==> config.mk <==
export PLATFORM = sky130hd
export DESIGN_NAME = quad_mem_arbiter
export DESIGN_NICKNAME = d
export VERILOG_FILES = /design/src/rtl/quad_core_pkg.sv /design/src/rtl/rr_priority_picker.sv /design/src/rtl/quad_mem_arbiter.sv
export SDC_FILE = /design/constraint.sdc
export NUM_CORES = 1
export LEC_CHECK = 0
export ABC_CLOCK_PERIOD_IN_PS = 4700
export CAP_MARGIN = 30
export CORE_AREA = 2 2 158 160
export CTS_CLUSTER_SIZE = 10
export DETAILED_ROUTE_END_ITERATION = 8
export DIE_AREA = 0 0 160 162
export PLACE_DENSITY = 0.79
export SKIP_CTS_REPAIR_TIMING = 1
export SKIP_LAST_GASP = 1
export SLEW_MARGIN = 20
export SYNTH_ARGS = -nofsm -noshare
export SYNTH_HDL_FRONTEND = slang
export SYNTH_SLANG_ARGS = --single-unit
==> constraint.sdc <==
create_clock -name clk -period 4.7 [get_ports clk]
set_input_delay 0.94 -clock clk [delete_from_list [all_inputs] [get_ports clk]]
set_output_delay 0.94 -clock clk [all_outputs]
set_load 0.02 [all_outputs]
==> src/rtl/quad_core_pkg.sv <==
// Shared types and default sizes for the quad-core memory arbiter.
// Latency: n/a (types and constants only).
// Backpressure: n/a.
package quad_core_pkg;

    localparam int NUM_CORES = 4;
    localparam int ADDR_W    = 32;
    localparam int DATA_W    = 32;

    typedef logic [$clog2(NUM_CORES)-1:0] core_id_t;

    typedef enum logic [1:0] {
        IDLE = 2'd0,
        BUSY = 2'd1,
        RESP = 2'd2
    } arb_state_t;

endpackage

==> src/rtl/rr_priority_picker.sv <==
// Round-robin picker: first asserted request scanning upward from rr_ptr, wrapping.
// Latency: purely combinational.
// Backpressure: none; the caller decides when to act on the pick.
module rr_priority_picker #(
    parameter int NUM_CORES = 4,
    parameter int IDX_W     = $clog2(NUM_CORES)
) (
    input  logic [NUM_CORES-1:0] req,
    input  logic [IDX_W-1:0]     rr_ptr,
    output logic [NUM_CORES-1:0] gnt,
    output logic [IDX_W-1:0]     idx,
    output logic                 any_req
);

    logic [IDX_W-1:0] cand;

    // Scan from rr_ptr; NUM_CORES is a power of two so the index wraps by truncation.
    always_comb begin
        gnt     = '0;
        idx     = '0;
        any_req = 1'b0;
        cand    = '0;
        for (int off = 0; off < NUM_CORES; off++) begin
            cand = rr_ptr + IDX_W'(off);
            if (!any_req && req[cand]) begin
                gnt[cand] = 1'b1;
                idx       = cand;
                any_req   = 1'b1;
            end
        end
    end

endmodule

==> src/rtl/quad_mem_arbiter.sv <==
// Round-robin arbiter sharing one data-memory port among NUM_CORES cores; optional ARB_TIMEOUT_EN.
// Latency: req at edge 0 -> gnt/mem_req in cycle 1; mem_ack at edge k -> rvalid in cycle k+1.
// Backpressure: one transaction in flight; other requests hold core_req until their core_gnt.
module quad_mem_arbiter
    import quad_core_pkg::*;
#(
    parameter int NUM_CORES   = quad_core_pkg::NUM_CORES,
    parameter int ADDR_W      = quad_core_pkg::ADDR_W,
    parameter int DATA_W      = quad_core_pkg::DATA_W
`ifdef ARB_TIMEOUT_EN
   ,parameter int TIMEOUT_CYC = 64
`endif
) (
    input  logic                        clk,
    input  logic                        reset,
    input  logic [NUM_CORES-1:0]        core_req,
    input  logic [NUM_CORES-1:0]        core_we,
    input  logic [NUM_CORES*ADDR_W-1:0] core_addr,
    input  logic [NUM_CORES*DATA_W-1:0] core_wdata,
    output logic [NUM_CORES-1:0]        core_gnt,
    output logic [NUM_CORES-1:0]        core_rvalid,
    output logic [DATA_W-1:0]           core_rdata,
    output logic                        core_err,
    output logic                        mem_req,
    output logic                        mem_we,
    output logic [ADDR_W-1:0]           mem_addr,
    output logic [DATA_W-1:0]           mem_wdata,
    input  logic                        mem_ack,
    input  logic [DATA_W-1:0]           mem_rdata
);

    localparam int IDX_W = $clog2(NUM_CORES);

    arb_state_t             state;
    arb_state_t             state_nxt;
    logic [IDX_W-1:0]       rr_ptr;
    logic [IDX_W-1:0]       owner;
    logic [NUM_CORES-1:0]   win_gnt;
    logic [IDX_W-1:0]       win_idx;
    logic                   win_any;
    logic                   do_load;
    logic                   do_done;
    logic                   do_tmo;

    rr_priority_picker #(
        .NUM_CORES (NUM_CORES),
        .IDX_W     (IDX_W)
    ) u_picker (
        .req     (core_req),
        .rr_ptr  (rr_ptr),
        .gnt     (win_gnt),
        .idx     (win_idx),
        .any_req (win_any)
    );

`ifdef ARB_TIMEOUT_EN
    localparam int CNT_W = $clog2(TIMEOUT_CYC + 1);
    logic [CNT_W-1:0] tmo_cnt;
    logic             tmo_hit;

    // Counts BUSY cycles without mem_ack; cleared whenever a new transaction starts.
    always_ff @(posedge clk or posedge reset) begin
        if (reset) begin
            tmo_cnt <= '0;
        end else if (do_load) begin
            tmo_cnt <= '0;
        end else if (state == BUSY && !mem_ack) begin
            tmo_cnt <= tmo_cnt + CNT_W'(1);
        end
    end

    // This edge would be the TIMEOUT_CYC-th BUSY cycle without an ack.
    assign tmo_hit = (tmo_cnt == CNT_W'(TIMEOUT_CYC - 1));
`else
    logic tmo_hit;
    assign tmo_hit = 1'b0;
`endif

    // State register.
    always_ff @(posedge clk or posedge reset) begin
        if (reset) begin
            state <= IDLE;
        end else begin
            state <= state_nxt;
        end
    end

    // Next state plus one-cycle action strobes; mem_ack wins over a same-edge timeout.
    always_comb begin
        state_nxt = state;
        do_load   = 1'b0;
        do_done   = 1'b0;
        do_tmo    = 1'b0;
        case (state)
            IDLE: begin
                if (win_any) begin
                    state_nxt = BUSY;
                    do_load   = 1'b1;
                end
            end
            BUSY: begin
                if (mem_ack) begin
                    state_nxt = RESP;
                    do_done   = 1'b1;
                end else if (tmo_hit) begin
                    state_nxt = RESP;
                    do_tmo    = 1'b1;
                end
            end
            RESP: begin
                state_nxt = IDLE;
            end
            default: begin
                state_nxt = IDLE;
            end
        endcase
    end

    // Registered outputs: latch the winner into mem_*, pulse gnt/rvalid for one cycle.
    always_ff @(posedge clk or posedge reset) begin
        if (reset) begin
            rr_ptr      <= '0;
            owner       <= '0;
            core_gnt    <= '0;
            core_rvalid <= '0;
            core_rdata  <= '0;
            core_err    <= 1'b0;
            mem_req     <= 1'b0;
            mem_we      <= 1'b0;
            mem_addr    <= '0;
            mem_wdata   <= '0;
        end else begin
            core_gnt    <= '0;
            core_rvalid <= '0;
            if (state == RESP) begin
                core_rdata <= '0;
                core_err   <= 1'b0;
            end
            if (do_load) begin
                mem_req   <= 1'b1;
                mem_we    <= core_we[win_idx];
                mem_addr  <= core_addr[win_idx*ADDR_W +: ADDR_W];
                mem_wdata <= core_wdata[win_idx*DATA_W +: DATA_W];
                core_gnt  <= win_gnt;
                owner     <= win_idx;
                rr_ptr    <= win_idx + IDX_W'(1);
            end
            if (do_done) begin
                mem_req     <= 1'b0;
                core_rdata  <= mem_we ? '0 : mem_rdata;
                core_rvalid <= NUM_CORES'(1) << owner;
                core_err    <= 1'b0;
            end
            if (do_tmo) begin
                mem_req     <= 1'b0;
                core_rdata  <= '0;
                core_rvalid <= NUM_CORES'(1) << owner;
                core_err    <= 1'b1;
            end
        end
    end

endmodule

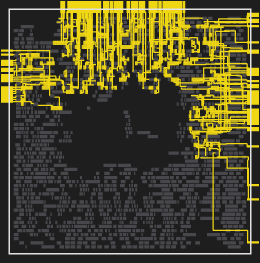
Figure 1: run 1, I/O nets highlighted.
Scale: 1.5 px per um.
- yellow: core_wdata (bits 128; direction input; edge 73 north, 36 east, 19 west; end cells 224; buffers 128; wire 5300 um)

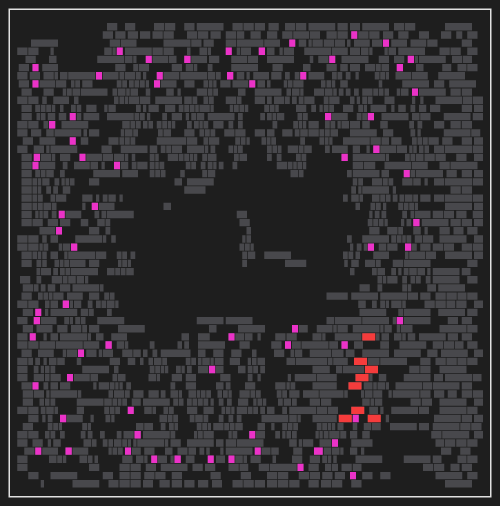
Figure 2: run 1, gate-type map.
Scale: 3 px per um.
- red: adder and majority cells (cells 8; most used ha_1; where south-east)
- magenta: AND and OR gates (cells 70; most used and3_1; where all over the die)

==> results_slide.txt, run 1 <==
Run Summary

CTS
  – CTS H-Tree Depth: 3
  – Clock transition at path regs: 100 ps
  – CTS tree: built
  – CTS Root Cell: clkbuf_16
  – Num CTS Buffers: 9
  – CTS max path bufs: 2
  – Worst-Skew Late Latency: 370 ps
  – CTS Sinks: 112

Global route
  – Pin count of the biggest net entering global routing: 200
  – Gr usage total: 28.0%
  – Vias in the first global route: 10700
  – GRT Residual Overflow: 0
  – First-pass GRT wire length: 58400 um
  – Initial antenna violation count: 1

Route
  – Metal-1 WL: 15100 um
  – TritonRoute pass-1 iters: 6
  – Routed met3 length: 2980 um
  – DR vias/cell: 6.06
  – Vias after detailed routing: 11200
  – Highest routed layer: met4
  – Routed WL: 37900 um
  – Routed wl met2: 18200 um
  – Number of remaining DRC errors: 0
  – Antenna-violating nets left: 0
  – Initial DRC count: 959
  – Avg WL per Cell: 20.5 um

Synth
  – Dominant flop cell: dfrtp_1
  – Cell Type Count: 42
  – Post-synth EDFFs: 0
  – Post-synthesis async set-or-reset flop share: 100%
  – Yosys warning tally: 0
  – Synth Cell Area: 9390 um^2
  – Cells in synth_stat.txt: 1226
  – Syn Inst Count: 1226
  – Synth flops: 112
  – YS chip area: 9390 um^2
  – Seq/Total Area, Yosys: 29.9%
  – Mapped Nets: 1533
  – Average size of a mapped cell: 7.66 um^2

Finish
  – Final nets: 1826
  – Post-route design area: 13800 um^2
  – Layout area overhead: 47.4%
  – Post-layout util: 57.4%
  – Most frequent cells in the layout: 404 x clkdlybuf4s50_1, 201 x nand2_1, 197 x nand3_1, 131 x o21ai_0, 111 x dfrtp_1
  – Most frequent logic cell in the layout: clkdlybuf4s50_1
  – Share of layout cells above drive strength 1: 7.09%
  – Non-filler cells, final: 1849

Setup path
  – R2r setup slk: 770 ps
  – R2r startpoint: rr_ptr[0]$_DFFE_PP0P_
  – Worst Setup SP: rr_ptr[0]$_DFFE_PP0P_
  – Max FO, Critical Path: 37
  – Setup CP Type: reg -> reg
  – Startpoint Class: flop
  – Critical Path End Type: flop
  – Path depth of the worst reg2reg path: 9
  – Worst Path Arrival: 4160 ps
  – WP data required: 4930 ps
  – RR Endpoint: mem_wdata[20]$_DFFE_PP0P_

Timing
  – Sum of negative setup slack: 0 ps
  – Tightest Pin Transition: 852 ps
  – RSZ-0062 raised after global routing: false
  – Final min period: 3930 ps
  – Maximum clock frequency: 0.254 GHz
  – Final setup vio count: 0
  – Hold violation total from the final report: 0
  – Slew Limit Fails: 0
  – Rel. slew slack: 43.2%
  – Period utilisation layout: 83.7%
  – Setup Skew: 20.4 ps

Placed design
  – Placed instance area: 13500 um^2
  – Detail Placement HPWL: 26000 um
  – Inst Count DP: 1831
  – Gpl congestion: 0.879
  – Port bufs: 404

Power and ir drop
  – VDD IR-drop max: 0.572 mV
  – Leakage: 0.00550 uW
  – Sw Share: 52.3%
  – Internal power: 4480 uW
  – Psw: 4920 uW
  – Seq pwr share: 18.2%
  – Cell Pwr Density: 679 nW/um^2
  – Comb pwr share: 72.7%
  – Clock share of power: 9.1%

Die
  – Die height: 162 um
  – Ports: 406
  – Placeable Area: 24100 um^2
  – Die ar.: 25900 um^2
  – Initial Util: 38.9%
  – Row cnt: 57
  – Die width: 160 um

Worst hold path
  – Hold Crit Class: reg -> reg
  – Worst Min Path Start: mem_req$_DFFE_PP0P_
  – WHS Endpoint: mem_req$_DFFE_PP0P_
  – WHS Path Cells: 2

Run
  – Total tool warning count: 40
  – Max-cap violation count: 0

Status
  – Status: complete, no violations
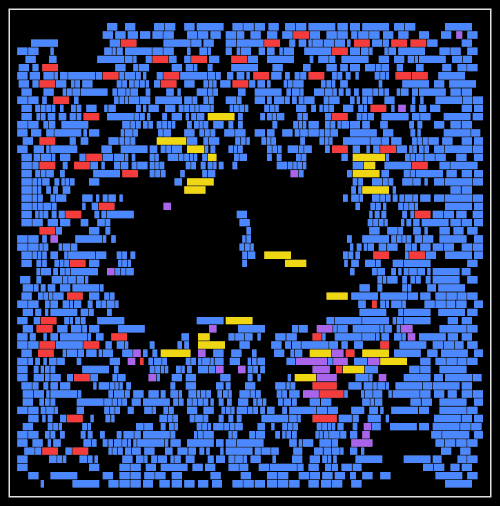
Figure 3: run 1, cell sizes after repair.
Scale: 3 px per um.
- red: drive 2 (cells 59; share 3.9%)
- yellow: drive 6 and up (cells 22; share 1.4%)
- purple: drive 3 to 4 (cells 27; share 1.8%)
- blue: drive 1 or less (cells 1416; share 93%)

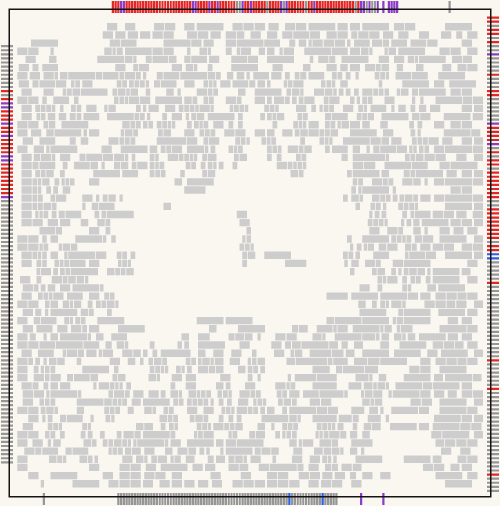
Figure 4: run 1, pin map.
Scale: 3 px per um. Pins as bars across the die edge, other pins in grey.
- blue: core_we (pins 4; direction input; edge 2 south, 2 east)
- red: core_wdata (pins 128; direction input; edge 73 north, 36 east, 19 west)
- purple: mem_wdata (pins 32; direction output; edge 20 north, 7 west, 3 east, 2 south)
- all pins by edge: 117 east, 103 west, 103 north, 83 south

==> run 1: per-layer routing <==
metal	vias up	global-route usage, %
met2	597	47.5
met3	97	5.23
li1	5200	-
met4	0	13.1
met5	-	0
met1	5320	34.7
==> run 1: layout make-up <==
type	count	area [um^2]
Fill cell	2121	10300
Inverter	7	28.8
Timing Repair Buffer	427	4330
Clock inverter	7	90.1
Multi-Input combinational cell	962	5950
Tap cell	324	405
Sequential cell	112	2810
Clock buffer	9	225
Antenna cell	1	2.50
==> run 1: flip-flops by register name, summed over array words and instances (netlist names) <==
register     flops
mem_req          1
core_rdata      32
mem_addr        32
owner            2
core_rvalid      4
rr_ptr           2
state            2
mem_wdata       32
mem_we           1
core_gnt         4
==> run 1: power groups by stage <==
stage | combinational (uW) | clock, uW | sequential (uW)
after global placement | 6510 | 0 | 1710
after CTS | 6770 | 870 | 1710
final | 6840 | 851 | 1710
after detailed placement | 6770 | 0 | 1710
after global routing | 7400 | 906 | 1760
after floorplan | 4270 | 0 | 2090
==> run 1: how the worst max path moves through the flow <==
stage / slack (ps) / endpoint / cells past startpoint
after global placement: 670 / mem_addr[17]$_DFFE_PP0P_ / 7
after detailed placement: 740 / mem_we$_DFFE_PP0P_ / 8
final: 770 / mem_wdata[20]$_DFFE_PP0P_ / 9
after global routing: 560 / mem_wdata[21]$_DFFE_PP0P_ / 9
after floorplan: 800 / core_gnt[0]$_DFF_PP0_ / 1
after CTS: 800 / mem_wdata[9]$_DFFE_PP0P_ / 9
==> run 1: kinds of logic after synthesis <==
logic type	after synthesis	synth area share, %
other cells	1	0.0399
mux	8	1.27
simple gates	495	24.6
fa+ha+maj	8	1.07
buf+inv	152	7.53
xor+xnor	2	0.187
compound gates	448	35.5
flops	112	29.9
==> run 1: Yosys cell counts (all sizes together), types with 2 or more instances <==
cell type / n / area share [%]
nand3b: 2 / 0.16
dfrtp: 112 / 30
inv: 6 / 0.24
nand2b: 2 / 0.13
a21oi: 69 / 3.7
and3: 69 / 4.6
o31ai: 66 / 5.3
buf: 43 / 3.2
mux2i: 4 / 0.43
nand2: 202 / 8.1
a22oi: 4 / 0.32
o21ai: 131 / 7.0
clkbuf: 102 / 4.1
ha: 8 / 1.1
a22o: 33 / 3.1
xnor2: 2 / 0.19
o211ai: 65 / 5.2
nand3: 197 / 11
a221oi: 69 / 9.8
a221o: 2 / 0.21
a21o: 4 / 0.32
nor3: 3 / 0.16
nor2: 16 / 0.67
mux4: 3 / 0.72
==> run 1: stage by stage <==
step / hold slack (ps) / total power [uW] / worst slack (ps)
floorplan: 449 / 6350 / 801
global placement: 463 / 8230 / 668
detailed placement: 464 / 8490 / 736
CTS: 483 / 9350 / 804
global route: 517 / 10100 / 563
finish: 480 / 9400 / 768
==> run 1: worst max-delay path, cell delays in order, from the launching register on <==
cell	delay (ps)
dfrtp_4	670
inv_2	450
ha_1	430
or3b_1	410
a2111o_1	400
and3_1	200
a21o_1	200
nand2b_2	520
buf_4	350
o211ai_1	120
## Run 2: what changed since run 1
- ABC_CLOCK_PERIOD_IN_PS: 4700 -> 3300
- CORE_AREA: 2 2 158 160 -> 2 2 157 159
- DIE_AREA: 0 0 160 162 -> 0 0 159 161
- PLACE_DENSITY: 0.79 -> 0.82
- clock period: 4.7 -> 3.3 ns (I/O delays scaled with it)
==> results_slide.txt, run 2 <==
Run Summary

Route
  – Vias after detailed routing: 11400
  – TritonRoute pass-1 iters: 6
  – Number of remaining DRC errors: 0
  – Initial DRC count: 969
  – Antenna-violating nets left: 0
  – Routed WL: 37800 um

Timing
  – Tightest Pin Transition: 921 ps
  – Maximum clock frequency: 0.318 GHz
  – Final setup vio count: 0
  – Final min period: 3150 ps
  – Hold violation total from the final report: 0
  – RSZ-0062 raised after global routing: false
  – Rel. slew slack: 38.6%
  – Setup Skew: 12.1 ps
  – Period utilisation layout: 95.3%

Synth
  – Average size of a mapped cell: 7.66 um^2
  – Cell taking the most area after synthesis: dfrtp_1
  – Syn Inst Count: 1226
  – Area leader share: 29.9%
  – Post-synth EDFFs: 0
  – Dominant flop cell: dfrtp_1
  – Post-synthesis async set-or-reset flop share: 100%
  – YS chip area: 9390 um^2
  – Seq/Total Area, Yosys: 29.9%
  – Synth cell count leaders: 202 x nand2_1, 197 x nand3_1, 131 x o21ai_0, 112 x dfrtp_1, 102 x clkbuf_1
  – Cell area leaders: dfrtp_1 30%, nand3_1 11%, nand2_1 8.1%

Die
  – Die ar.: 25600 um^2
  – Initial Util: 39.2%
  – Ports: 406
  – Row cnt: 57

Setup path
  – Worst Path Arrival: 3430 ps
  – Critical Path End Type: flop
  – Startpoint Class: flop
  – RR Endpoint: mem_wdata[14]$_DFFE_PP0P_
  – R2r startpoint: rr_ptr[0]$_DFFE_PP0P_
  – Setup CP Type: reg -> reg
  – Path depth of the worst reg2reg path: 8
  – WP data required: 3580 ps
  – Max FO, Critical Path: 72
  – R2r setup slk: 150 ps

Finish
  – Post-layout util: 59.0%
  – Most frequent logic cell in the layout: clkdlybuf4s50_1
  – Layout area overhead: 50.6%
  – Largest regs: core_rdata x32, mem_addr x32, mem_wdata x32
  – Non-filler cells, final: 1871
  – Final nets: 1847

CTS
  – Clock transition at path regs: 90 ps
  – CTS Sinks: 112
  – Num CTS Buffers: 9
  – CTS Root Cell: clkbuf_16
  – CTS H-Tree Depth: 3
  – CTS tree: built
  – CTS max path bufs: 2

Global route
  – Initial antenna violation count: 2
  – Pin count of the biggest net entering global routing: 110
  – Gr usage total: 28.4%
  – First-pass GRT wire length: 59200 um
  – Vias in the first global route: 11000

Power and ir drop
  – Total power: 13800 uW
  – VDD IR-drop max: 0.767 mV
  – Leakage: 0.00565 uW
  – Cell Pwr Density: 979 nW/um^2

Status
  – Status: complete, no violations

Placed design
  – Inst Count DP: 1852
  – Port bufs: 404
  – Detail Placement HPWL: 26500 um

Worst hold path
  – Hold Crit Class: reg -> reg
  – WHS Path Cells: 2
  – Worst Min Path Start: mem_req$_DFFE_PP0P_

Run
  – Max-cap violation count: 0
  – Total tool warning count: 34
[run 2: where the power goes]
part           total [uW]  leakage, uW  switching (uW)  internal (uW)
sequential           2380      0.00142             386           1990
combinational       10300      0.00408            6120           4170
clock                1170     0.000151             619            547
total               13800      0.00565            7130           6710
[run 2: cell type report]
type,instances,area [um^2]
Clock inverter,7,86.3
Antenna cell,2,5.00
Clock buffer,9,225
Multi-Input combinational cell,962,5940
Sequential cell,112,2810
Fill cell,2116,9820
Tap cell,324,405
Timing Repair Buffer,448,4640
Inverter,7,30.0
[run 2: logic make-up after synthesis]
family                   count (synthesis)  share of synthesized area (%)
XOR/XNOR                                 2                          0.187
multiplexers                             8                           1.27
adder cells (fa/ha/maj)                  8                           1.07
buffers and inverters                  152                           7.53
AND/OR/NAND/NOR                        495                           24.6
AND-OR/OR-AND                          448                           35.5
other                                    1                         0.0399
flip-flops                             112                           29.9
[run 2: how the worst max path moves through the flow]
stage | end | slack [ps]
after CTS | mem_wdata[14]$_DFFE_PP0P_ | 210
after detailed placement | mem_addr[20]$_DFFE_PP0P_ | 80
after floorplan | mem_addr[0]$_DFFE_PP0P_ | 100
after global routing | mem_wdata[14]$_DFFE_PP0P_ | 20
final | mem_wdata[14]$_DFFE_PP0P_ | 150
after global placement | mem_addr[28]$_DFFE_PP0P_ | 140
[run 2: worst max-delay path, stage by stage (launching register included)]
cell and delay [ps]:
dfrtp_4 590, inv_2 90, buf_4 710, a31oi_1 200, a221o_1 470, a211oi_4 330, buf_12 290, o31ai_1 180
o211ai_1 110
[run 2: per-stage QoR]
stage	setup slack, ps	cell area, um^2	hold slack, ps
2_1_floorplan	98.7	9390	449
3_3_place_gp	142	13800	459
3_5_place_dp	79.7	13800	484
4_1_cts	214	14100	504
5_1_grt	20.5	14100	528
6_report	154	14100	500
[run 2: metal layers]
layer / track usage (%) / wire length [um] / up-vias
met4: 13.1 / 1620 / 0
met1: 34.3 / 14500 / 5345
met3: 6.06 / 3350 / 105
met2: 48.8 / 18300 / 662
met5: 0 / 0 / -
li1: - / - / 5258
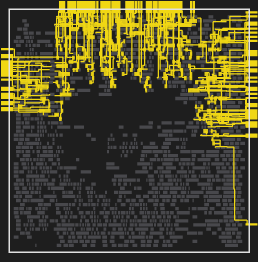
Figure 5: run 2, I/O nets highlighted.
Scale: 1.5 px per um.
- yellow: core_wdata (bits 128; direction input; edge 72 north, 35 east, 21 west; end cells 224; buffers 128; wire 4790 um)

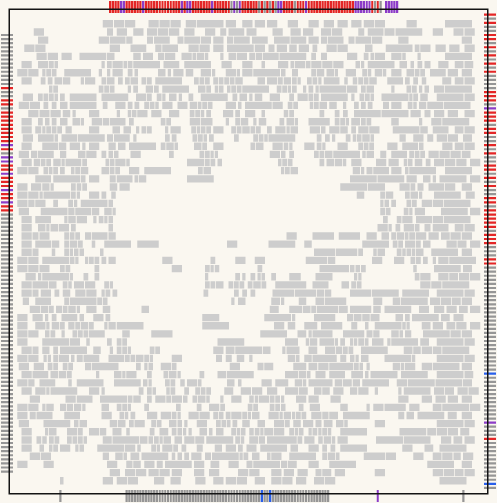
Figure 6: run 2, pin map.
Scale: 3 px per um. Pins as bars across the die edge, other pins in grey.
- blue: core_we (pins 4; direction input; edge 2 east, 2 south)
- red: core_wdata (pins 128; direction input; edge 72 north, 35 east, 21 west)
- purple: mem_wdata (pins 32; direction output; edge 23 north, 6 west, 2 east, 1 south)

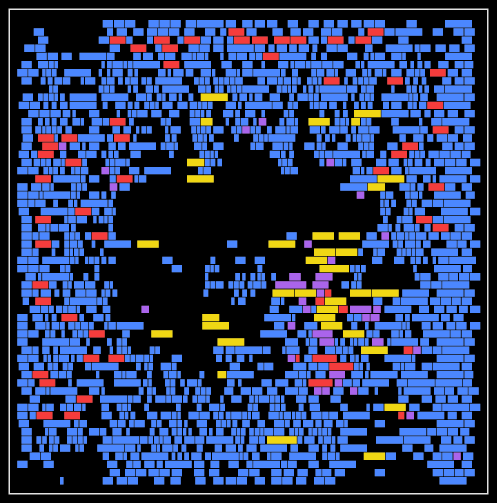
Figure 7: run 2, cell sizes after repair.
Scale: 3 px per um.
- yellow: drive 6 and up (cells 35; share 2.3%)
- purple: drive 3 to 4 (cells 35; share 2.3%)
- blue: drive 1 or less (cells 1416; share 92%)
- red: drive 2 (cells 59; share 3.8%)

No activity file was given, so power comes from the tool's default toggle rates.
